## config.mk

```make
export PLATFORM = sky130hd
export DESIGN_NAME = seg7_scan_monitor_flat
export DESIGN_NICKNAME = d
export VERILOG_FILES = /design/src/rtl/seg7_scan_monitor_if.sv /design/src/rtl/seg7_scan_monitor.sv /design/src/flat_wrapper.sv
export SDC_FILE = /design/constraint.sdc
export NUM_CORES = 1
export LEC_CHECK = 0
export CORE_MARGIN = 4
export CORE_UTILIZATION = 58
export CTS_CLUSTER_SIZE = 30
export DETAILED_ROUTE_END_ITERATION = 10
export HOLD_SLACK_MARGIN = 0.15
export PLACE_DENSITY = 0.89
export SLEW_MARGIN = 5
export SYNTH_ARGS = -nofsm -noshare
export SYNTH_HDL_FRONTEND = slang
export SYNTH_SLANG_ARGS = --single-unit
```

## constraint.sdc

```tcl
create_clock -name clk -period 4.5 [get_ports clk]
set_input_delay 0.675 -clock clk [delete_from_list [all_inputs] [get_ports clk]]
set_output_delay 0.675 -clock clk [all_outputs]
set_load 0.01 [all_outputs]
```

## src/rtl/seg7_scan_monitor_if.sv

```systemverilog
// ---------------------------------------------------------------------------
// seg7_scan_monitor_if
//   Bundle for a 4-digit multiplexed 7-segment display bus. All lines are
//   active-low.
//   an   [3:0]  anode enables, one-hot low while a digit is driven; an[0] is
//               the rightmost digit
//   seg  [6:0]  segments a..g, seg[6] = a ... seg[0] = g
//   dp          decimal point
//   Modports: master drives the bus (display driver), slave observes it
//   (scan monitor).
// ---------------------------------------------------------------------------
interface seg7_scan_monitor_if;
    logic [3:0] an;
    logic [6:0] seg;
    logic       dp;

    modport master (output an, seg, dp);
    modport slave  (input  an, seg, dp);
endinterface

```

## src/rtl/seg7_scan_monitor.sv

```systemverilog
// ---------------------------------------------------------------------------
// seg7_scan_monitor
//   Watches a scanned 4-digit 7-segment bus and rebuilds the displayed hex
//   value, decimal-point mask and blank mask one full frame at a time.
//   Ports:
//     clk          system clock
//     reset_n      asynchronous, active-low reset
//     disp         display bus (slave modport: an, seg, dp)
//     value        last committed frame, an[k] digit -> value[4k+3:4k]
//     dp_mask      last committed decimal points (1 = lit)
//     blank_mask   last committed blank digits (1 = all segments off)
//     frame_valid  one-cycle pulse on each frame commit
//     value_chg    pulses with frame_valid when value changed (always on the
//                  first frame after reset)
//     digit_err    illegal segment pattern per digit of the last frame
//     proto_err    sticky: anodes seen multi-hot
//     stale        no frame committed for TIMEOUT_CYCLES cycles
// ---------------------------------------------------------------------------
module seg7_scan_monitor #(
    parameter int SETTLE_CYCLES  = 4,
    parameter int TIMEOUT_CYCLES = 1048576
) (
    input  logic                 clk,
    input  logic                 reset_n,
    seg7_scan_monitor_if.slave   disp,
    output logic [15:0]          value,
    output logic [3:0]           dp_mask,
    output logic [3:0]           blank_mask,
    output logic                 frame_valid,
    output logic                 value_chg,
    output logic [3:0]           digit_err,
    output logic                 proto_err,
    output logic                 stale
);

    localparam int SW = $clog2(SETTLE_CYCLES + 1);
    localparam int TW = $clog2(TIMEOUT_CYCLES + 1);

    typedef struct packed {
        logic [3:0] an;
        logic [6:0] seg;
        logic       dp;
    } bus_t;

    typedef struct packed {
        logic [3:0] nib;
        logic       blank;
        logic       err;
    } dec_t;

    // An undriven bus: no anode, no segment, no dp.
    localparam bus_t BUS_IDLE = '{an: 4'hF, seg: 7'h7F, dp: 1'b1};

    function automatic dec_t decode(input logic [6:0] pat);
        dec_t d;
        d = '{nib: 4'h0, blank: 1'b0, err: 1'b0};
        case (pat)
            7'h01: d.nib = 4'h0;
            7'h4F: d.nib = 4'h1;
            7'h12: d.nib = 4'h2;
            7'h06: d.nib = 4'h3;
            7'h4C: d.nib = 4'h4;
            7'h24: d.nib = 4'h5;
            7'h20: d.nib = 4'h6;
            7'h0F: d.nib = 4'h7;
            7'h00: d.nib = 4'h8;
            7'h04: d.nib = 4'h9;
            7'h08: d.nib = 4'hA;
            7'h60: d.nib = 4'hB;
            7'h31: d.nib = 4'hC;
            7'h42: d.nib = 4'hD;
            7'h30: d.nib = 4'hE;
            7'h38: d.nib = 4'hF;
            7'h7F: d.blank = 1'b1;
            default: d.err = 1'b1;
        endcase
        return d;
    endfunction

    bus_t          sync1, sync2, prev;
    logic [SW-1:0] settle_cnt;
    logic [TW-1:0] timeout_cnt;
    logic [3:0]    seen;
    logic [15:0]   stage_value;
    logic [3:0]    stage_dp, stage_blank, stage_err;
    logic          have_frame;

    logic [3:0]    act;
    logic          one_hot, multi_hot, changed, sample, commit;
    logic [1:0]    idx;
    dec_t          dec;

    // NOTE: the synchronizer resets to the idle bus, not to zero; an all-zero
    // anode vector would read as multi-hot and raise proto_err out of reset.
    always_ff @(posedge clk or negedge reset_n) begin
        if (!reset_n) begin
            sync1 <= BUS_IDLE;
            sync2 <= BUS_IDLE;
        end else begin
            sync1 <= '{an: disp.an, seg: disp.seg, dp: disp.dp};
            sync2 <= sync1;
        end
    end

    // NOTE: every variable driven here gets a default before any branch so
    // no path leaves it unassigned and no latch is inferred.
    always_comb begin
        act       = ~sync2.an;
        one_hot   = (act != 4'h0) && ((act & (act - 4'd1)) == 4'h0);
        multi_hot = (act != 4'h0) && !one_hot;
        changed   = (sync2 != prev);
        // Fires on the single cycle the counter steps into saturation, so a
        // long dwell yields exactly one sample.
        sample    = !changed && one_hot && (settle_cnt == SW'(SETTLE_CYCLES - 1));
        // Multi-hot in the same cycle as a complete frame suppresses the commit.
        commit    = (seen == 4'hF) && !multi_hot;
        dec       = decode(sync2.seg);
        idx       = 2'd0;
        for (int k = 0; k < 4; k++) begin
            if (act[k]) idx = 2'(k);
        end
    end

    // NOTE: all state below uses non-blocking assignments so every register
    // sees the pre-edge values of the others, independent of statement order.
    always_ff @(posedge clk or negedge reset_n) begin
        if (!reset_n) begin
            prev        <= BUS_IDLE;
            settle_cnt  <= '0;
            timeout_cnt <= '0;
            seen        <= 4'h0;
            stage_value <= 16'h0;
            stage_dp    <= 4'h0;
            stage_blank <= 4'h0;
            stage_err   <= 4'h0;
            have_frame  <= 1'b0;
            value       <= 16'h0;
            dp_mask     <= 4'h0;
            blank_mask  <= 4'h0;
            frame_valid <= 1'b0;
            value_chg   <= 1'b0;
            digit_err   <= 4'h0;
            proto_err   <= 1'b0;
            stale       <= 1'b0;
        end else begin
            prev        <= sync2;
            frame_valid <= 1'b0;
            value_chg   <= 1'b0;

            // A blanking gap restarts settling just like a change does.
            if (changed || sync2.an == 4'hF) begin
                settle_cnt <= '0;
            end else if (settle_cnt != SW'(SETTLE_CYCLES)) begin
                settle_cnt <= settle_cnt + 1'b1;
            end

            if (sample) begin
                stage_value[4*idx +: 4] <= dec.nib;
                stage_dp[idx]           <= ~sync2.dp;
                stage_blank[idx]        <= dec.blank;
                stage_err[idx]          <= dec.err;
            end

            if (multi_hot) begin
                proto_err <= 1'b1;
                seen      <= 4'h0;
            end else begin
                if (commit) begin
                    value       <= stage_value;
                    dp_mask     <= stage_dp;
                    blank_mask  <= stage_blank;
                    digit_err   <= stage_err;
                    frame_valid <= 1'b1;
                    value_chg   <= !have_frame || (stage_value != value);
                    have_frame  <= 1'b1;
                end
                seen <= (commit ? 4'h0 : seen) | (sample ? act : 4'h0);
            end

            if (commit) begin
                timeout_cnt <= '0;
                stale       <= 1'b0;
            end else if (timeout_cnt != TW'(TIMEOUT_CYCLES)) begin
                timeout_cnt <= timeout_cnt + 1'b1;
                if (timeout_cnt == TW'(TIMEOUT_CYCLES - 1)) stale <= 1'b1;
            end
        end
    end

endmodule
```

## src/flat_wrapper.sv

```systemverilog
// flat-port wrapper written by rule: the top's interface ports become plain ports
module seg7_scan_monitor_flat 
#(
    parameter int SETTLE_CYCLES  = 4,
    parameter int TIMEOUT_CYCLES = 1048576
)
  (clk, reset_n, value, dp_mask, blank_mask, frame_valid, value_chg, digit_err, proto_err, stale, disp_an, disp_seg, disp_dp);
  seg7_scan_monitor_if disp_i ();
  input  logic clk;
  input  logic reset_n;
  output logic [15:0] value;
  output logic [3:0] dp_mask;
  output logic [3:0] blank_mask;
  output logic frame_valid;
  output logic value_chg;
  output logic [3:0] digit_err;
  output logic proto_err;
  output logic stale;
  input wire logic [$bits(disp_i.an)-1:0] disp_an;
  input wire logic [$bits(disp_i.seg)-1:0] disp_seg;
  input wire logic [$bits(disp_i.dp)-1:0] disp_dp;
  assign disp_i.an = disp_an;
  assign disp_i.seg = disp_seg;
  assign disp_i.dp = disp_dp;
  seg7_scan_monitor #(.SETTLE_CYCLES(SETTLE_CYCLES), .TIMEOUT_CYCLES(TIMEOUT_CYCLES)) u_core (.clk(clk), .reset_n(reset_n), .disp(disp_i), .value(value), .dp_mask(dp_mask), .blank_mask(blank_mask), .frame_valid(frame_valid), .value_chg(value_chg), .digit_err(digit_err), .proto_err(proto_err), .stale(stale));
endmodule
```

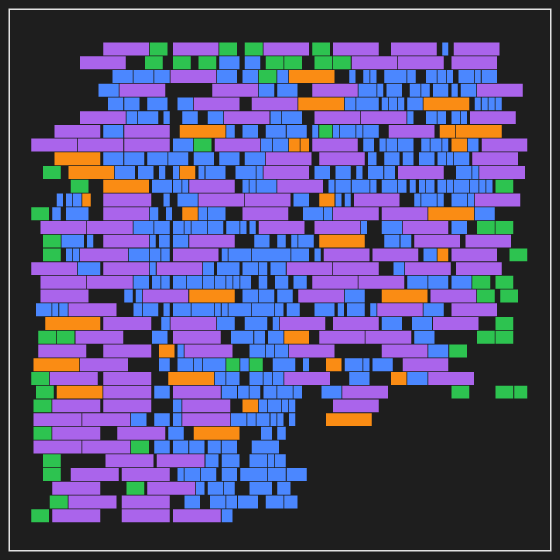
Fig. 1. Placed cells, one colour a class (run 1).
other buffers and delay cells: shown in green, cells 48, share of their area 7.2%. all other logic: shown in blue, cells 321, share of their area 36%. flip-flops: shown in purple, cells 125, share of their area 48%. clock drivers and dummy loads: shown in orange, cells 32, share of their area 8.7%.

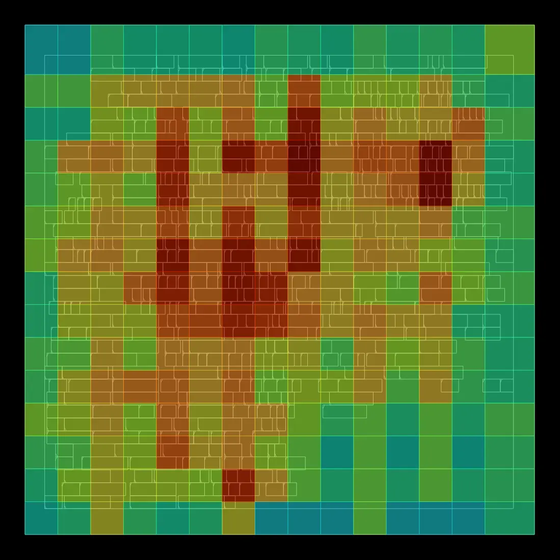
Fig. 2. Routing congestion (run 1).
post-layout util: 71.9%
GRT met3 Usage: 6.86%
average routed wire per standard cell: 18.3 um

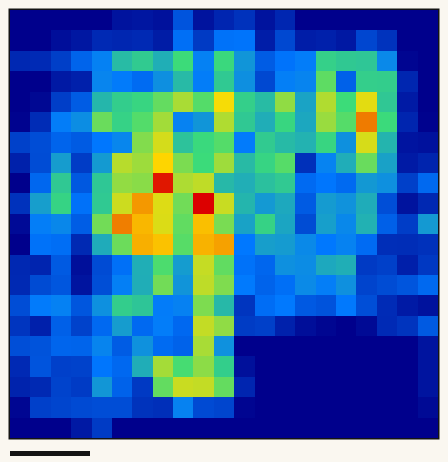
Fig. 3. Wire density map (run 1).
Bar = 20 um. 21 x 21 tiles, from dark blue (low) to red (high), scaled to the fullest tile. Values are wire area over tile area, all layers added.
19% of the tiles are nearly empty. The fullest tile reaches 0.67. The mean over all tiles is 0.17. The densest ninth of the die: middle.
GRT Overall Usage: 22.4%
Vias: 3820
DRT Wirelength: 12.0 mm

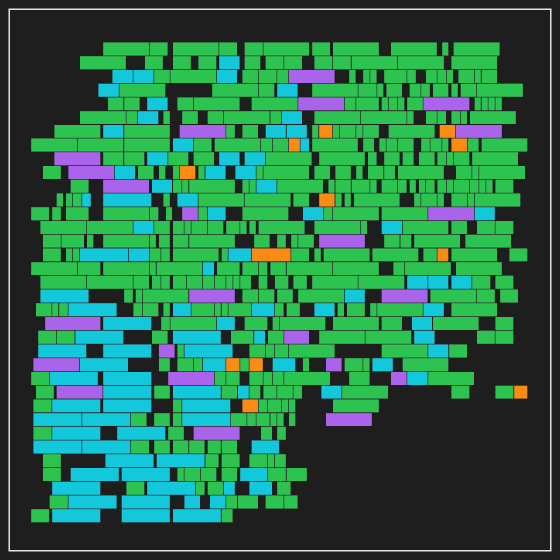
Fig. 4. Cells by drive strength (run 1).
drive 6 and up: shown in purple, cells 23, share 4.4%. drive 1 or less: shown in green, cells 398, share 76%. drive 3 to 4: shown in orange, cells 12, share 2.3%. drive 2: shown in cyan, cells 93, share 18%.

==> changes_impl.md, run 1 <==
### Changed

- Crit end category: register
- Hold/Removal Path Class: in2async
- Biggest regs: u_core.timeout_cnt (21), u_core.stage_value (16), u_core.value (16)
- Initial drt markers: 347
- First-pass GRT wire length: approximately 20 mm
- Clock latency at the later pin of the worst-skew pair: between 0.5 and 0.6 ns
- GPL Wtd Cong: ~0.87
- H-tree levels: 4
- Post-synth area from yosys stat: 0.00569 mm2
- Total CTS buffers: 17
- Prevailing post-synth register cell: dfrtp_1
- Post-DP HPWL: 7.65 mm
- Area delta synth->final: 18.5%
- Register Area: 0.00317 mm2
- Share of cells above drive strength 1: 24.3%
- # resized after CTS: 0
- Tot Pwr: 2570 uW
- Quantity of I/O buffers inserted on ports: 45
- Post-synth EDFFs: 0
- DIE AREA: roughly 0.011 mm2
- Hold slack: about 0.34 ns
- Number of iterations in the first detailed-routing pass: 5
- Reg clk slew, reported paths: approximately 0.060 ns
- Final Critical Period: 2.87 ns
- Max-cap violations: 0
- Largest net degree at the start of global routing: 83
- Slowest-stage cell, CP: inv_1
- Synth Seq Share: 55.8%
- Worst slew pin tran: between 1 and 1.5 ns
- Maximum vdd drop: 0.397 mV
- Final Setup Violations: 0
- Final Skew: 0.00892 ns
- Slew Viols, Final: 0
- Asr flop ratio synth: 100%
- Required @ worst endpoint: roughly 4.9 ns
- Most flops, register: u_core.timeout_cnt
- Setup TNS: 0 ns
- Top Ports: 46
- Synth logic family: simple AND/OR/NAND/NOR gates
- # Cells Yosys: 467
- Clock buffer depth: 2
- Fillers: just over 600
- Worst path arrival time: 3.27 ns
- Distinct lib cells: 61
- Stage-log warning count: 32
- Logic area: 0.00229 mm2
- Status: finished clean
- Syn_area_per_cell: 12.2 um2
- Fp util: about three fifths
- CP Max Fanout: 33
- Relative slew slack: 23.7%
- Pre-CTS setup slack: 1.71 ns
- CP top delay family: buffers and inverters
- Setup ws final: approximately 1.6 ns
- Net count after synthesis: 491
- DRC violations left: 0
- Site Rows: 35
- Vias in the first global route: just under 4000
- Layout Nets: 537
- Yosys warns: 0
- Global route overflow: 0
- RSZ-0062 raised after global routing: false
- Core box area: approximately 0.0094 mm2
- Fmax: 348 MHz
- Vias per cell: 5.83
- TritonCTS clock tree: done
- CTS Hold Bufs: 0
- N_diodes: 0
- Largest stage delay, worst path: slightly above 0.9 ns
- Adder Area Share: ~2.4%
- Ys flops: 125
- Area of the mapped netlist: 0.00569 mm2
- Final ANT Viol Nets: 0
- Crit path cell chain: and2_1 > a22o_2 > nand2_2 > inv_1 > mux2_2
- CP startpoint kind: register
- Hold Vio Cnt, Final: 0
- Gate Count Post-Synth: 467
- Die Wd: 107 um
- CTS root buffer: clkbuf_8
- Pwr dens: 381 mW/mm2
- Die height: 107 um
- Aoi share: under 10%
- Mux share: 9.60%
- Post-CTS Repair Setup Buffers: 0
- Clock sink total: 125
- Buf+Inv Stages, Crit Path: 1
- Critical setup path kind: reg2reg
- Xor/xnor share: 7.39%
- Tcrit/Tclk final: 63.8%
- Simple share: approximately 15%
- Antenna violations before repair: 0
- Cell leakage power: 0.00300 uW
- Max reg flops: 21
## run 1: area by class of cell
| type | count | area share (%) |
|---|---|---|
| clock buffers | 18 | 6.52 |
| clock inverters | 14 | 1.95 |
| inverters | 19 | 1.06 |
| multi-input cells | 302 | 34.0 |
| flip-flops and latches | 125 | 47.1 |
| well taps | 129 | 2.40 |
| repair buffers | 48 | 6.98 |
## run 1: metal layers
metal / global-route usage [%] / vias to the layer above / part of all wire, %
li1: - / 1732 / -
met1: 27.7 / 1918 / 41
met2: 36.4 / 139 / 50
met3: 6.86 / 31 / 5.7
met4: 9.86 / 0 / 2.6
met5: 0 / - / 0
## run 1: Yosys cell counts (all sizes together) (10+ instances only)
library cell,count,area [um2]
ha,10,125
inv,19,71.3
nor2,44,165
xnor2,32,280
nand2,18,70.1
dfstp,36,946
nand3,24,125
nand4,13,115
mux2,44,495
buf,19,143
dfrtp,89,2230
xor2,16,140
## run 1: power breakdown
| group | switching (uW) | total (uW) | internal (uW) | leakage (uW) |
|---|---|---|---|---|
| Clock | 527 | 1300 | 774 | 0.000286 |
| Sequential | 24.7 | 1180 | 1150 | 0.00160 |
| Combinational | 54.9 | 89.2 | 34.3 | 0.00111 |
| Total | 607 | 2570 | 1960 | 0.00300 |
## run 1: path summary, 6_finish.rpt
| path | slack [ns] | depth (start not counted) | end | start |
|---|---|---|---|---|
| hold reg to reg | 0.35 | 0 | u_core.sync2[3]$_DFF_PN1_ | u_core.sync1[3]$_DFF_PN1_ |
| min in group clk | 0.35 | 0 | u_core.sync2[3]$_DFF_PN1_ | u_core.sync1[3]$_DFF_PN1_ |
| setup reg to reg | 1.63 | 5 | u_core.value[3]$_DFFE_PN0P_ | u_core.sync2[11]$_DFF_PN1_ |
| hold / removal | 0.34 | 1 | u_core.stage_dp[1]$_DFFE_PN0P_ | reset_n |
| setup / recovery | 1.63 | 5 | u_core.value[3]$_DFFE_PN0P_ | u_core.sync2[11]$_DFF_PN1_ |
| max in group asynchronous | 3.06 | 2 | u_core.sync1[0]$_DFF_PN1_ | reset_n |
## run 1: cell usage in the layout, fill, tap and decap left out, types with 4 or more instances in the layout
master           Yosys  final
a21oi_1              5      5
a41oi_1              4      4
buf_4                4      4
clkbuf_16            0     17
clkdlybuf4s50_1      0     44
clkinv_4             0      5
dfrtp_1             89     89
dfstp_2             36     36
ha_1                10     10
inv_1               19     19
inv_6                0      4
mux2_1               6      6
mux2_2              38     38
mux2i_1              5      5
nand2_1             17     17
nand2b_1             4      4
nand3_1             23     23
nand4_1              9      9
nor2_1              44     44
nor3_1               8      8
nor4_1               7      7
o21ai_0              6      6
o21bai_1             5      5
o2bb2ai_1            4      4
xnor2_1             32     32
xor2_1              16     16
## run 1: per-stage QoR
| step | std cells | area (um2) | util [%] |
|---|---|---|---|
| after floorplan | 467 | 5690 | - |
| after global placement | 623 | 6170 | 65.8 |
| after detailed placement | 623 | 6170 | 65.8 |
| after CTS | 655 | 6740 | 71.9 |
| after global routing | 655 | 6740 | 71.9 |
| final | 655 | 6740 | 71.9 |
--- run 2 (diff from run 1) ---
--- a/config.mk
+++ b/config.mk
@@ -6,11 +6,11 @@
 export NUM_CORES = 1
 export LEC_CHECK = 0
 export CORE_MARGIN = 4
-export CORE_UTILIZATION = 58
+export CORE_UTILIZATION = 52
 export CTS_CLUSTER_SIZE = 30
 export DETAILED_ROUTE_END_ITERATION = 10
 export HOLD_SLACK_MARGIN = 0.15
-export PLACE_DENSITY = 0.89
+export PLACE_DENSITY = 0.84
 export SLEW_MARGIN = 5
 export SYNTH_ARGS = -nofsm -noshare
 export SYNTH_HDL_FRONTEND = slang
==> constraint.sdc (replaced) <==
create_clock -name clk -period 2.6 [get_ports clk]
set_input_delay 0.39 -clock clk [delete_from_list [all_inputs] [get_ports clk]]
set_output_delay 0.39 -clock clk [all_outputs]
set_load 0.01 [all_outputs]
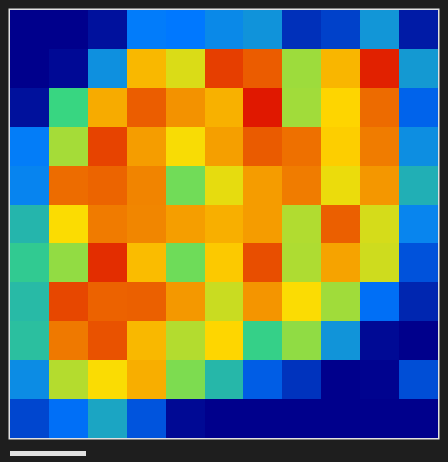
Fig. 5. Local utilization (run 2).
Bar = 20 um. 11 x 11 tiles, from dark blue (low) to red (high), 0 to 100% covered.
38% of the tiles are over 75% full. The emptiest ninth of the die: bottom right. 12% of the tiles are nearly empty. The mean over all tiles is 53%. The densest ninth of the die: middle.
fp util: 54.1%
core box area: 0.0105 mm2
post-layout util: 65.6%

==> run 2 against run 1 <==
Effect of this change:
- first-iteration DRC count fell by 11%
- non-clock buffer count rose by 9
- maximum frequency rose by 27%
- synthesized area did not move
- critical endpoint is now u_core.stage_blank[3]$_DFFE_PN0P_
- largest cell class unchanged
- largest power group unchanged
- highest routed layer unchanged
==> changes_impl.md, run 2 <==
### Changed

- Total CTS buffers: 17 (unchanged)
- Antenna violations before repair: 0 (unchanged)
- First-pass GRT wire length: 18.6 mm (was 19.7 mm)
- Simple share: 14.6% (unchanged)
- CP Max Fanout: 10 (was 33)
- Layout Nets: 546 (was 537)
- RSZ-0062 raised after global routing: false (unchanged)
- GRT Overall Usage: 18.6% (was 22.4%)
- # Cells Yosys: 467 (unchanged)
- Die Wd: 113 um (was 107 um)
- Distinct lib cells: 61 (unchanged)
- Dominant logic cell type in the layout: dfrtp_1 (unchanged)
- TritonCTS clock tree: done (unchanged)
- Clock buffer depth: 2 (unchanged)
- Vias per cell: 5.46 (was 5.83)
- Relative slew slack: 54.1% (was 23.7%)
- DRC violations left: 0 (unchanged)
- Share of cells above drive strength 1: 25.4% (was 24.3%)
- Post-synth area from yosys stat: 0.00569 mm2 (unchanged)
- Clock sink total: 125 (unchanged)
- CP startpoint kind: register (unchanged)
- Post-DP HPWL: 7.51 mm (was 7.65 mm)
- Reg clk slew, reported paths: 0.06 ns (about the same)
- Pwr dens: 676 mW/mm2 (was 381 mW/mm2)
- H-tree levels: 4 (unchanged)
- Cell leakage power: 0.00305 uW (was 0.00300 uW)
- Hold/Removal Path Class: in2reg (was in2async)
- Top cells by count: dfrtp_1 (89), nor2_1 (44), mux2_2 (38) (unchanged)
- Most flops, register: u_core.timeout_cnt (unchanged)
- Hold slack: 0.265 ns (was 0.335 ns)
- Area leader, netlist: dfrtp_1 (unchanged)
- Count leader, synth: dfrtp_1 (unchanged)
- Aoi share: 6.29% (unchanged)
- Most frequent cells in the layout: dfrtp_1 (89), nor2_1 (44), clkdlybuf4s50_1 (44) (unchanged)
- Max reg flops: 21 (unchanged)
- Global route overflow: 0 (unchanged)
- Hold Vio Cnt, Final: 0 (unchanged)
- Syn_area_per_cell: 12.2 um2 (unchanged)
- DRT Wirelength: 11.0 mm (was 12.0 mm)
- Worst slew pin tran: 0.683 ns (was 1.14 ns)
- Post-synth EDFFs: 0 (unchanged)
- Asr flop ratio synth: 100% (unchanged)
- Final ANT Viol Nets: 0 (unchanged)
- Ys flops: 125 (unchanged)
- Area delta synth->final: 21.2% (was 18.5%)
- Average routed wire per standard cell: 16.4 um (was 18.3 um)
- Clock latency at the later pin of the worst-skew pair: 0.53 ns (was 0.52 ns)
- Area of the mapped netlist: 0.00569 mm2 (unchanged)
- Prevailing post-synth register cell: dfrtp_1 (unchanged)
- Maximum vdd drop: 0.591 mV (was 0.397 mV)
- Mux share: 9.60% (unchanged)
- Gate Count Post-Synth: 467 (unchanged)
- Crit end category: register (unchanged)
- Yosys top cell area share: 39.2% (unchanged)
- Status: finished clean (unchanged)
- Fillers: 777 (was 609)
- Critical setup path kind: reg2reg (unchanged)
- Tcrit/Tclk final: 87.2% (was 63.8%)
- GPL Wtd Cong: 0.835 (was 0.869)
- Biggest regs: u_core.timeout_cnt (21), u_core.stage_value (16), u_core.value (16) (unchanged)
- Register Area: 0.00317 mm2 (unchanged)
- Cell area after placement: 0.00625 mm2 (was 0.00617 mm2)
- Top Ports: 46 (unchanged)
- Fmax: 441 MHz (was 348 MHz)
- Top cells by area: dfrtp_1 (39%), dfstp_2 (17%), mux2_2 (7.5%), xnor2_1 (4.9%), nor2_1 (2.9%) (unchanged)
- Die height: 113 um (was 107 um)
- Net count after synthesis: 491 (unchanged)
- Adder Area Share: 2.40% (unchanged)
- N_diodes: 0 (unchanged)
- Number of iterations in the first detailed-routing pass: 5 (unchanged)
- Logic area: 0.00229 mm2 (unchanged)
- Largest net degree at the start of global routing: 56 (was 83)
- Final Skew: 0.00852 ns (was 0.00892 ns)
- Setup TNS: 0 ns (unchanged)
- Xor/xnor share: 7.39% (unchanged)
- Max-cap violations: 0 (unchanged)
- Final Critical Period: 2.27 ns (was 2.87 ns)
- Synth logic family: simple AND/OR/NAND/NOR gates (unchanged)
- Tot Pwr: 4660 uW (was 2570 uW)
- Vias: 3661 (was 3820)
- Required @ worst endpoint: 3.00 ns (was 4.90 ns)
- Stage-log warning count: 32 (unchanged)
- Quantity of I/O buffers inserted on ports: 45 (unchanged)
- Final instance area: 0.00689 mm2 (was 0.00674 mm2)
- DIE AREA: 0.0127 mm2 (was 0.0115 mm2)
- Vias in the first global route: 3811 (was 3949)
- Initial drt markers: 308 (was 347)
- CTS root buffer: clkbuf_8 (unchanged)
- Synth Seq Share: 55.8% (unchanged)
- Site Rows: 37 (was 35)
- Yosys warns: 0 (unchanged)
- Final Setup Violations: 0 (unchanged)
- Slew Viols, Final: 0 (unchanged)
- Worst path arrival time: 2.67 ns (was 3.27 ns)
run 2: cell counts after synthesis:
No cell type changed its count.
run 2: timing repair:
item / 4_1_cts / 5_1_grt
hold buffers: 1 / 0
resized: 0 / 0
buffers inserted: 0 / 0
endpoints found under the hold margin: 25 / 0
run 2: area by class of cell:
type,instances,area share (%)
multi-input cells,302,33.3
well taps,136,2.47
clock buffers,19,6.41
repair buffers,57,8.03
flip-flops and latches,125,46.1
clock inverters,13,2.74
inverters,19,1.04
run 2: cell families (layout without fill, tap and decap cells):
kind of cell	count (synthesis)	count (layout)
simple gates	149	149
buf+inv	40	108
compound gates	45	45
xor+xnor	48	48
flops	125	125
fa+ha+maj	11	11
mux	49	49
run 2: critical path, cell delays in order, from the launching register on:
cell and delay [ns]:
dfstp_2 0.60, and2_1 0.25, a22o_2 0.25, and2_1 0.27
buf_4 0.22, nand4_2 0.21, mux2_2 0.34
run 2: per-stage QoR:
step	instances	worst slack, ns	util, %
finish	671	0.334	65.6
detailed placement	638	0.358	59.5
global route	671	0.196	65.6
CTS	671	0.344	65.6
floorplan	467	0.515	-
global placement	638	0.437	59.5
run 2: path summary, 6_finish.rpt:
path / start / to / slack [ns] / cells past startpoint
max in group asynchronous: reset_n / u_core.sync2[4]$_DFF_PN1_ / 1.60 / 3
worst min-delay path: disp_seg[0] / u_core.sync1[1]$_DFF_PN1_ / 0.27 / 1
worst min register to register: u_core.sync1[6]$_DFF_PN1_ / u_core.sync2[6]$_DFF_PN1_ / 0.35 / 0
worst max register to register: u_core.sync2[11]$_DFF_PN1_ / u_core.stage_blank[3]$_DFFE_PN0P_ / 0.33 / 6
min in group asynchronous: reset_n / u_core.timeout_cnt[15]$_DFFE_PN0P_ / 0.33 / 2
worst max-delay path: u_core.sync2[11]$_DFF_PN1_ / u_core.stage_blank[3]$_DFFE_PN0P_ / 0.33 / 6
run 2: where the power goes:
group          internal, uW  switching, uW  total (uW)
Clock                  1610            848        2460
Combinational          66.6           94.3         161
Sequential             2000           41.4        2040
run 2: layer usage:
metal / vias to the layer above / share of wire, % / GRT usage (%)
li1: 1750 / - / -
met2: 83 / 49 / 29.1
met4: 0 / 1.5 / 7.21
met5: - / 0 / 0
met1: 1812 / 46 / 23.7
met3: 16 / 3.9 / 6.85
Power and IR drop assume default switching activity.
